File: src/rtl/fetch_unit.sv
// Instruction-fetch front end: one outstanding word read, a small word queue
// feeding the Prefetch Buffer, and redirect/flush handling. Option: FETCH_PERF_EN.
module fetch_unit #(
  parameter int ADDR_W = 16,
  parameter int DEPTH  = 2
) (
  input  logic              clk,
  input  logic              rst,
  input  logic              redirect,
  input  logic [ADDR_W-1:0] redirect_pc,
  input  logic              pb_ready,
  output logic              imem_req,
  output logic [ADDR_W-1:0] imem_addr,
  input  logic              imem_ack,
  input  logic [31:0]       imem_rdata,
  output logic [31:0]       exInst,
  output logic              write,
  output logic              skip_lo,
  output logic [ADDR_W-1:0] fetch_pc
`ifdef FETCH_PERF_EN
  ,
  output logic [15:0]       perf_stall
`endif
);

  localparam int PTR_W = (DEPTH > 1) ? $clog2(DEPTH) : 1;
  localparam int CNT_W = PTR_W + 1;
  localparam logic [CNT_W-1:0] DEPTH_C = CNT_W'(DEPTH);

  typedef enum logic [1:0] {
    IDLE  = 2'd0,
    REQ   = 2'd1,
    FLUSH = 2'd2
  } state_t;

  state_t            state;
  logic [ADDR_W-1:0] pc_reg;
  logic [ADDR_W-1:0] target_reg;
  logic              req_reg;
  logic              first_reg;
  logic              skip_reg;
  logic [PTR_W-1:0]  head_reg;
  logic [PTR_W-1:0]  tail_reg;
  logic [CNT_W-1:0]  count_reg;
  logic [31:0]       mem [DEPTH];

  logic              ack_ok;
  logic              push;
  logic              pop;
  logic [CNT_W-1:0]  count_after_pop;
  logic [CNT_W-1:0]  count_next;
  logic              idle_slot;
  logic              req_slot;
  logic [ADDR_W-1:0] target;
  logic              unused_pc_bit;

  assign unused_pc_bit = redirect_pc[0];
  assign target        = {redirect_pc[ADDR_W-1:2], 2'b00};

  // An ack in the first cycle of a request cannot be a real response.
  assign ack_ok = imem_ack && req_reg && !first_reg;

  assign write = (count_reg != '0);
  assign pop   = write && pb_ready && !redirect;
  assign push  = ack_ok && (state == REQ) && !redirect;

  assign count_after_pop = count_reg - CNT_W'(pop);
  assign count_next      = count_reg + CNT_W'(push) - CNT_W'(pop);
  assign idle_slot       = (count_after_pop < DEPTH_C);
  assign req_slot        = (count_next < DEPTH_C);

  assign imem_req  = req_reg;
  assign imem_addr = pc_reg;
  assign fetch_pc  = pc_reg;
  assign exInst    = write ? mem[head_reg] : 32'h0;
  assign skip_lo   = write && skip_reg;

  always_ff @(posedge clk or negedge rst) begin
    if (!rst) begin
      state      <= IDLE;
      pc_reg     <= '0;
      target_reg <= '0;
      req_reg    <= 1'b0;
      first_reg  <= 1'b0;
    end else begin
      first_reg <= 1'b0;
      case (state)
        IDLE: begin
          if (redirect || idle_slot) begin
            state     <= REQ;
            req_reg   <= 1'b1;
            first_reg <= 1'b1;
            if (redirect) pc_reg <= target;
          end
        end
        REQ: begin
          if (ack_ok) begin
            if (redirect) pc_reg <= target;
            else          pc_reg <= pc_reg + ADDR_W'(4);
            // A redirect empties the queue, so a slot is always free then.
            if (redirect || req_slot) begin
              first_reg <= 1'b1;
            end else begin
              state   <= IDLE;
              req_reg <= 1'b0;
            end
          end else if (redirect) begin
            target_reg <= target;
            state      <= FLUSH;
          end
        end
        FLUSH: begin
          if (ack_ok) begin
            state     <= REQ;
            first_reg <= 1'b1;
            pc_reg    <= redirect ? target : target_reg;
          end else if (redirect) begin
            target_reg <= target;
          end
        end
        default: begin
          state   <= IDLE;
          req_reg <= 1'b0;
        end
      endcase
    end
  end

  always_ff @(posedge clk or negedge rst) begin
    if (!rst) begin
      head_reg  <= '0;
      tail_reg  <= '0;
      count_reg <= '0;
      skip_reg  <= 1'b0;
    end else if (redirect) begin
      head_reg  <= '0;
      tail_reg  <= '0;
      count_reg <= '0;
      skip_reg  <= redirect_pc[1];
    end else begin
      if (push) tail_reg <= tail_reg + PTR_W'(1);
      if (pop) begin
        head_reg <= head_reg + PTR_W'(1);
        skip_reg <= 1'b0;
      end
      count_reg <= count_next;
    end
  end

  always_ff @(posedge clk) begin
    if (push) mem[tail_reg] <= imem_rdata;
  end

`ifdef FETCH_PERF_EN
  logic [15:0] stall_reg;

  always_ff @(posedge clk or negedge rst) begin
    if (!rst) begin
      stall_reg <= 16'h0;
    end else if (redirect) begin
      stall_reg <= 16'h0;
    end else if (write && !pb_ready && (stall_reg != 16'hFFFF)) begin
      stall_reg <= stall_reg + 16'h1;
    end
  end

  assign perf_stall = stall_reg;
`endif

endmodule

File: config.mk
export PLATFORM = sky130hd
export DESIGN_NAME = fetch_unit
export DESIGN_NICKNAME = d
export VERILOG_FILES = /design/src/rtl/fetch_unit.sv
export SDC_FILE = /design/constraint.sdc
export NUM_CORES = 1
export LEC_CHECK = 0
export CAP_MARGIN = 20
export CORE_MARGIN = 3
export CORE_UTILIZATION = 50
export CTS_CLUSTER_SIZE = 24
export DETAILED_ROUTE_END_ITERATION = 10
export PLACE_DENSITY = 0.87
export SYNTH_ARGS = -nofsm -noshare
export SYNTH_HDL_FRONTEND = slang
export SYNTH_SLANG_ARGS = --single-unit
File: constraint.sdc
create_clock -name clk -period 3.6 [get_ports clk]
set_input_delay 0.72 -clock clk [delete_from_list [all_inputs] [get_ports clk]]
set_output_delay 0.72 -clock clk [all_outputs]
set_load 0.02 [all_outputs]
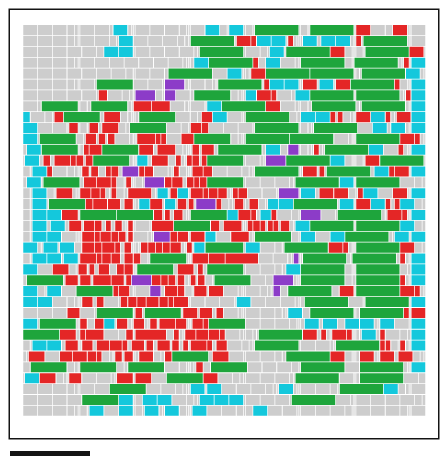
cell_classes.png
Scale bar: 20 um. Fill, decap, tap and diode cells in grey.
class	colour	cells	share of their area
flip-flops	green	105	47%
clock drivers and dummy loads	purple	16	2.8%
all other logic	red	279	31%
other buffers and delay cells	cyan	130	20%
final design instance area without fill: 0.00649 mm^2
area of the core region: 0.00986 mm^2
cell row count: 36
sequential share of cell area: 0.454

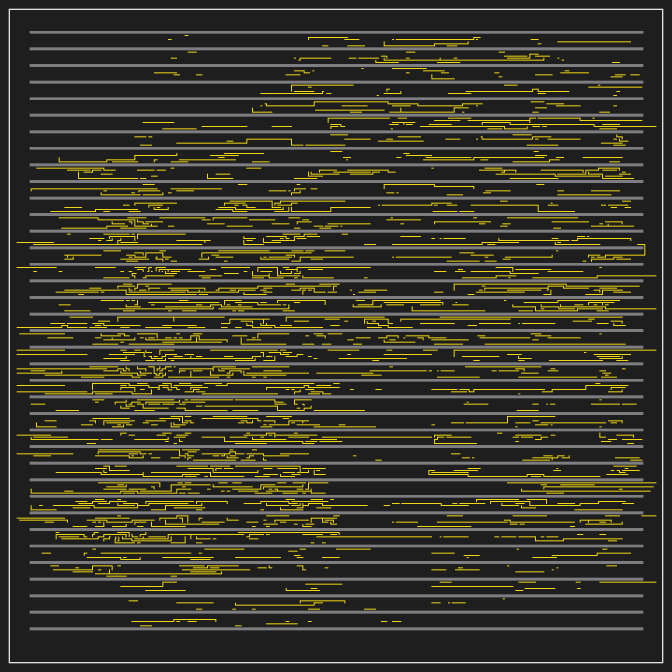
met1.png
Supply wires on this layer in grey.
longest straight run	33.1 um
wire length on this layer	4,830 um
GR Layer Usage met1: 0.266
final wirelength: 11,600 um
count of vias placed by the detailed router: 3,756

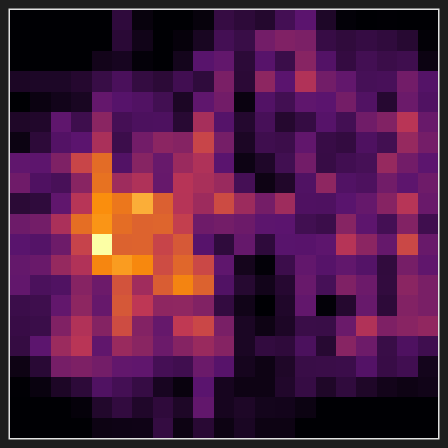
wire_density.png
21 x 21 tiles, from black (low) to pale yellow (high), scaled to the fullest tile. Values are wire area over tile area, all layers added.
emptiest ninth of the die	north-west
mean over tiles	0.17
nearly empty tiles	12%
densest ninth of the die	west

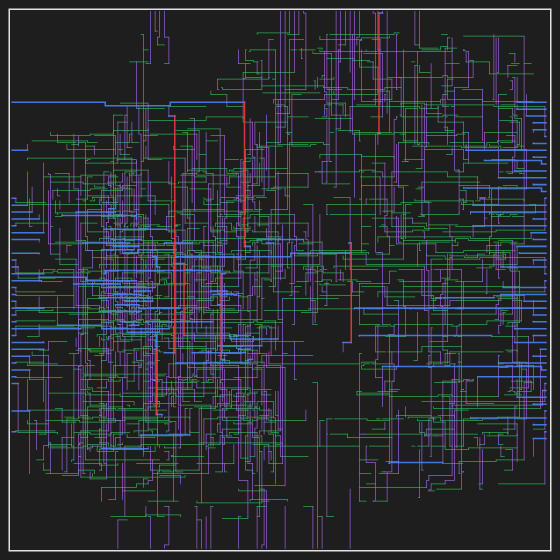
metal_stack.png
layer	colour	wire length
met4	red	163 um
met1	green	4,830 um
met2	purple	5,690 um
met3	blue	918 um

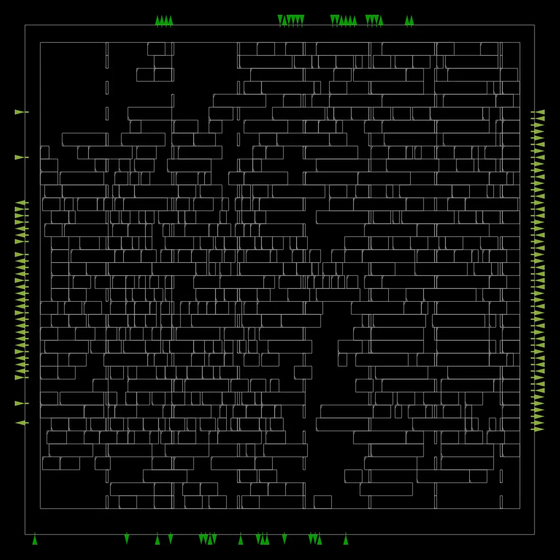
final_placement.png
Fillers: 737
final instance count without filler cells: 663
core occupancy in the finished layout: 0.658
final sequential cell count: 105
Tap Count: 133

==> qor.tcl <==
set qor(status) {complete, no violations}
set qor(clkbuf_count) 9
set qor(htree_num_levels) 3
set qor(top_cell_type_s_share_of_synthesized_area) 0.377
set qor(fin_setup_tns_ns) 0
set qor(drv_cap) 0
set qor(setup.worst_path.start_class) {primary input}
set qor(pwr_density_cell_mw_per_mm2) 335
set qor(clk_share) 0.0274
set qor(timing.setup.critical_path_class) {in -> reg}
set qor(clock_insertion_delay_at_the_later_pin_of_the_skew_report_ns) 0.36
set qor(tool_warnings) 30
set qor(simple_gate_area_frac) 0.118
set qor(netSwitchingPower_w) 0.000519
set qor(placed_area_mm2) 0.00632
set qor(cell_internal_pwr_w) 0.00166
set qor(xor_xnor_cells_area_fraction) 0.0130
set qor(final-nonclk-buf-share) 0.195
set qor(grt_max_degree) 42
set qor(leak_pwr_nw) 2.33
set qor(fin_worst_skew_ns) 0.0131
set qor(synth_seq_share) 0.578
set qor(layout.cells.largest_class) {registers}
set qor(n_all_inverters) 13
set qor(least_setup_slack_across_all_paths_after_layout_ns) 0.714
set qor(synth.net_count) 482
set qor(critical_path.endpoint) {state[0]}
set qor(met1Wirelength_um) 4830
set qor(detailedPlace.worstSlack_ns) 0.335
set qor(combAreaFraction) 0.290
set qor(synthCells) 422
set qor(synthAoiAreaFrac) 0.104
set qor(via_per_inst) 5.67
set qor(muxShareOfSynthArea) 0.116
set qor(grt_usage) 0.202
set qor(synth.yosys.chip_area_mm2) 0.00510
set qor(grt_pass1_wl_um) 18400
set qor(postRouteAntennaNets) 0
set qor(portBuffers) 118
set qor(p_comb_w) 0.000182
set qor(rr_startpoint) {state[1]}
set qor(signal_buffers) 130
set qor(grt_use_met3) 0.0319
set qor(count_of_flip_flops_with_a_built_in_enable_after_synthesis) 64
set qor(initCoreUtil) 0.517
set qor(wl_per_cell_um) 17.5
set qor(replace_congestion) 0.888
set qor(share_of_cells_above_drive_strength_1) 0.111
set qor(synth.area.top_cells) {sky130_fd_sc_hd__edfxtp_1, sky130_fd_sc_hd__dfrtp_1, sky130_fd_sc_hd__mux2i_1}
set qor(comb_cells) 266
set qor(ys_warn_count) 0
set qor(width_of_the_die_um) 107
set qor(layout_worst_path_cycle_share) 0.802
set qor(route.top_layer_used) {met4}
set qor(power.ir.vdd_worst_mv) 0.172
set qor(synthMostInstantiatedCell) {sky130_fd_sc_hd__edfxtp_1}
set qor(seq_power_w) 0.00132
set qor(startpoint) {imem_ack}
set qor(place_inst) 647
set qor(synth-adder-area-share) 0.0172
set qor(netlist.top_cell.by_area) {sky130_fd_sc_hd__edfxtp_1}
set qor(vertical_die_dimension_um) 107
set qor(area_delta_synth_final_pct) 27.2
set qor(worst-path-stages) 10
